===== config.mk =====
export PLATFORM = sky130hd
export DESIGN_NAME = gcd_engine
export DESIGN_NICKNAME = d
export VERILOG_FILES = /design/src/rtl/gcd_engine.sv
export SDC_FILE = /design/constraint.sdc
export NUM_CORES = 1
export LEC_CHECK = 0
export CAP_MARGIN = 20
export CORE_ASPECT_RATIO = 1.5
export CORE_MARGIN = 2
export CORE_UTILIZATION = 40
export CTS_CLUSTER_DIAMETER = 50
export DETAILED_ROUTE_END_ITERATION = 12
export PLACE_DENSITY = 0.64
export SYNTH_ARGS = -nofsm -noshare
export SYNTH_HDL_FRONTEND = slang
export SYNTH_SLANG_ARGS = --single-unit
export TNS_END_PERCENT = 5

===== constraint.sdc =====
create_clock -name clk -period 2.59 [get_ports clk]
set_input_delay 0.518 -clock clk [delete_from_list [all_inputs] [get_ports clk]]
set_output_delay 0.518 -clock clk [all_outputs]
set_load 0.01 [all_outputs]

===== src/rtl/gcd_engine.sv =====
// gcd_engine
//   Subtractive-Euclid GCD unit with valid/ready operand and result
//   handshakes, zero-operand handling, a saturating subtract-step counter
//   and a synchronous abort.
//
//   Parameters
//     WIDTH     operand/result width in bits (>= 2)
//     CNT_W     iteration counter width; counter saturates at all-ones
//
//   Ports
//     clk        system clock, rising edge
//     reset_n    asynchronous active-low reset
//     in_valid   operand pair valid
//     in_ready   block can accept operands (IDLE and no abort)
//     in_a/in_b  unsigned operands, sampled only on the accept edge
//     abort      synchronous abort of the current operation
//     out_valid  result valid (DONE state)
//     out_ready  consumer accepts result
//     out_gcd    GCD result, held until the next completion
//     out_iter   number of subtract steps performed (saturating)
//     busy       high in CALC or DONE
module gcd_engine #(
  parameter int unsigned WIDTH = 16,
  parameter int unsigned CNT_W = 16
) (
  input  logic             clk,
  input  logic             reset_n,
  input  logic             in_valid,
  output logic             in_ready,
  input  logic [WIDTH-1:0] in_a,
  input  logic [WIDTH-1:0] in_b,
  input  logic             abort,
  output logic             out_valid,
  input  logic             out_ready,
  output logic [WIDTH-1:0] out_gcd,
  output logic [CNT_W-1:0] out_iter,
  output logic             busy
);

  typedef enum logic [1:0] {
    S_IDLE = 2'd0,
    S_CALC = 2'd1,
    S_DONE = 2'd2
  } state_t;

  state_t           state_q, state_d;
  logic [WIDTH-1:0] a_q, a_d;
  logic [WIDTH-1:0] b_q, b_d;
  logic [CNT_W-1:0] iter_q, iter_d;
  logic [WIDTH-1:0] gcd_q, gcd_d;
  logic [CNT_W-1:0] oiter_q, oiter_d;

  // Datapath helpers evaluated on the registered operands.
  logic             a_zero;
  logic             b_zero;
  logic             a_eq_b;
  logic             a_gt_b;
  logic             finish;
  logic [WIDTH-1:0] a_minus_b;
  logic [WIDTH-1:0] b_minus_a;
  logic [CNT_W-1:0] iter_inc;
  logic             accept;

  assign a_zero    = (a_q == '0);
  assign b_zero    = (b_q == '0);
  assign a_eq_b    = (a_q == b_q);
  assign a_gt_b    = (a_q > b_q);
  assign finish    = a_zero || b_zero || a_eq_b;
  // Only the difference with the larger operand as minuend is ever used,
  // so neither result can underflow where it is selected.
  assign a_minus_b = a_q - b_q;
  assign b_minus_a = b_q - a_q;
  // Saturate at all-ones; the computation itself keeps running.
  assign iter_inc  = (iter_q == '1) ? iter_q : iter_q + CNT_W'(1);

  // in_ready depends only on state and abort, never on in_valid.
  assign in_ready  = (state_q == S_IDLE) && !abort;
  assign accept    = in_valid && in_ready;

  assign out_valid = (state_q == S_DONE);
  assign busy      = (state_q != S_IDLE);
  assign out_gcd   = gcd_q;
  assign out_iter  = oiter_q;

  always_comb begin
    state_d = state_q;
    a_d     = a_q;
    b_d     = b_q;
    iter_d  = iter_q;
    gcd_d   = gcd_q;
    oiter_d = oiter_q;

    if (abort) begin
      // Abort overrides every state, including a simultaneous result
      // handshake in DONE; the published result registers are kept.
      state_d = S_IDLE;
      a_d     = '0;
      b_d     = '0;
      iter_d  = '0;
    end else begin
      unique case (state_q)
        S_IDLE: begin
          if (accept) begin
            a_d     = in_a;
            b_d     = in_b;
            iter_d  = '0;
            state_d = S_CALC;
          end
        end

        S_CALC: begin
          if (finish) begin
            gcd_d   = a_zero ? b_q : a_q;
            oiter_d = iter_q;
            state_d = S_DONE;
          end else if (a_gt_b) begin
            a_d    = a_minus_b;
            iter_d = iter_inc;
          end else begin
            b_d    = b_minus_a;
            iter_d = iter_inc;
          end
        end

        S_DONE: begin
          if (out_ready) begin
            state_d = S_IDLE;
          end
        end

        default: begin
          state_d = S_IDLE;
        end
      endcase
    end
  end

  always_ff @(posedge clk or negedge reset_n) begin
    if (!reset_n) begin
      state_q <= S_IDLE;
      a_q     <= '0;
      b_q     <= '0;
      iter_q  <= '0;
      gcd_q   <= '0;
      oiter_q <= '0;
    end else begin
      state_q <= state_d;
      a_q     <= a_d;
      b_q     <= b_d;
      iter_q  <= iter_d;
      gcd_q   <= gcd_d;
      oiter_q <= oiter_d;
    end
  end

endmodule


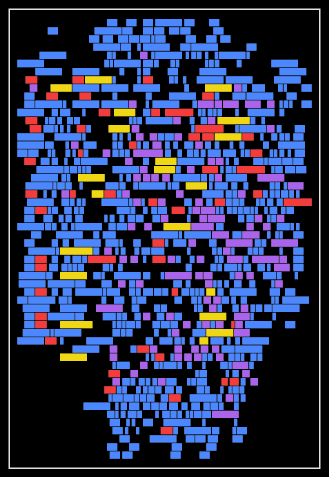
*Drive-strength map*
Drawn at 3 px/um.
color	size	cells	most used
red	x2	50	mux2_2
yellow	x6 and larger	21	clkbuf_16
purple	x3 and x4	110	buf_4
blue	x1 and smaller	638	a21oi_1

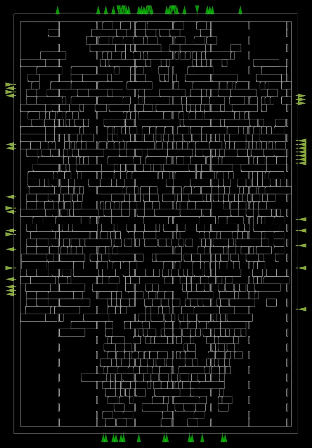
*Placed standard cells*
flop share of the area: 0.2608
Filler Cells Inserted: 1328
Core Util, Final: 0.5458

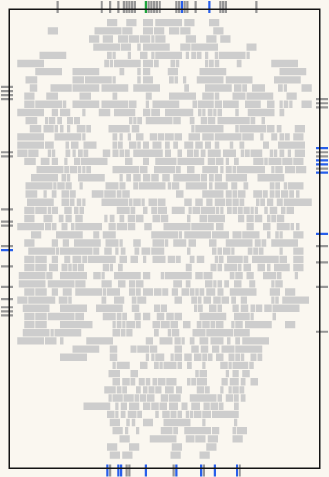
*Pin placement*
Drawn at 3 px/um. Pins as bars across the die edge, other pins in gray.
color	port	pins	direction	edge
blue	`in_b`	16	input	8 bottom, 5 right, 2 top, 1 left
green	`busy`	1	output	top
all pins by edge	26 top, 17 left, 15 right, 14 bottom

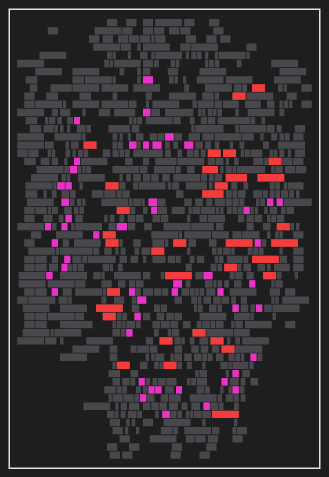
*Logic cells by family*
Drawn at 3 px/um.
color	family	cells
red	fa/ha/maj cells	34
magenta	and/or cells	51

==> metrics.cfg <==
[run_status]
status=finished, final reports clean

[worst_setup_path]
worstSetupStartpointType=flip-flop
cp_data_required_time_ns=2.82
cp-startpoint=a_q[1]
worstPathArrival_ns=2.76
critPathKind=reg2reg
rrSetupSlack_ns=0.06
cp_num_buf_inv=1
r2r-start=a_q[1]
crit_family=AND-OR/OR-AND gates
critPathCapture=b_q[11]
crit_cells=8
cpMaxStageDelayCell=dfrtp_2
crit_fanout=5
crit_path_cell_trace=inv_1 > ha_1 > nor2b_1 > o21ai_1 > a21oi_2 > or3_1 > a32o_1 > mux2_2
r2r_cells=8

[power_and_ir_drop]
power-top-group=combinational cells
fin_total_pwr_w=0.01061
powerClk_w=0.00149
clkPwrFrac=0.140
p_per_area_nw_per_um2=1344
intPower_w=0.005838
p_leak_nw=3.567
seq_power_share=0.186
p_seq_w=0.00197
powerComb_w=0.00715
peakVddDrop_v=0.0004866
p_sw_frac=0.4496
p_switching_w=0.004768

[final_layout]
mostFrequentLayoutCell=buf_4
drive_above_1_share=0.2210
finalInstanceArea_um2=7891
clock_buffers=9
buffers=163
seq_area_um2=2058
area_delta_synth_final_pct=34.25
logic_area_um2=3611
top_area_cell_class=multi-input combinational cells
fin_nets=886
n_antenna_cell=0
bufAreaShareNonClock=0.1873
fin_cells=1015
inverters_excl_clock=43
layout_top_cells=buf_4 (86), a21oi_1 (83), dfrtp_1 (77)
sh_comb_area=0.4576
clkCellAreaFrac=0.04281
seq_cells=82

[clocking]
postCtsSetupBuffers=2
cts_buffers=9
cts_tree=yes
clockBufferDepth=2
path_clk_slew_ns=0.07
holdBufCountCts=0
ctsResizeCount=6
clkLatencyLatePin_ns=0.35
clock-sinks=82

[yosys]
synthArstFlopShare=1.000
post_synth_num_cell_types=67
seq_area_frac_synth=0.3491
syn_nets=749
netlist_logic_family_top=simple AND/OR/NAND/NOR gates
syn_inst=678
ys.flop_type=dfrtp_1
synthTopCellsByArea=dfrtp_1 (35%), a21oi_1 (7.4%), ha_1 (6.8%)
ys_area_um2=5878
ys_sh_simple=0.2120
ys_sh_mux=0.09366
ys_cells=678
netlist_area_um2=5878
avgSynthCellArea_um2=8.670
xor_share=0.01341
synth_top_area_share=0.3491
fa_ha_area_frac=0.07493
edf_count=0
yosysTopAreaCell=dfrtp_1

[routing]
firstDrtPassIters=5
drc=0
dr_wl_met3_um=875
viasPerCell=5.825
top_layer_used=met4
vias=5912
drt-met1-wl_um=7103
wirelength_um=19910
postRouteAntennaNets=0

[die]
die_h_um=152.5
die_w_um=103.0
row_count=54
well_tap_count=196
io_pins=72
core_area_um2=14460
die_area_um2=15700

[final_timing]
setup_viol=0
setup-tns-final_ns=0
fmax_mhz=394.9
worst_pin_slew_ns=0.6791
rsz0062_at_grt=true
min_period_ns=2.532
drv_slew=0
finalWorstSetupSlack_ns=0.05750
holdWs_ns=0.2152
relSlewSlack=0.5473
finalHoldViolCount=0

[job]
timing.max_cap.violations=0
warnings=42

[global_route]
grt.met2_usage=0.4440
grt_use_met3=0.02798
overflow=0
antenna_found_initial=0
track_usage=0.2600
grt_pass1_wl_um=31290
grt_start_max_net_pins=51
grt_pass1_vias=6080
use_met1=0.2891
busiest_layer=met2

[place]
place_congestion=0.9647
post_dp_cell_area_um2=7381
dp_hpwl_um=15170
dp.cells=996
dp_slack_ns=-0.03067
port-buffer-count=71

[worst_hold_path]
hold_path_class=in2async

No activity file was given, so power comes from the tool's default toggle rates.
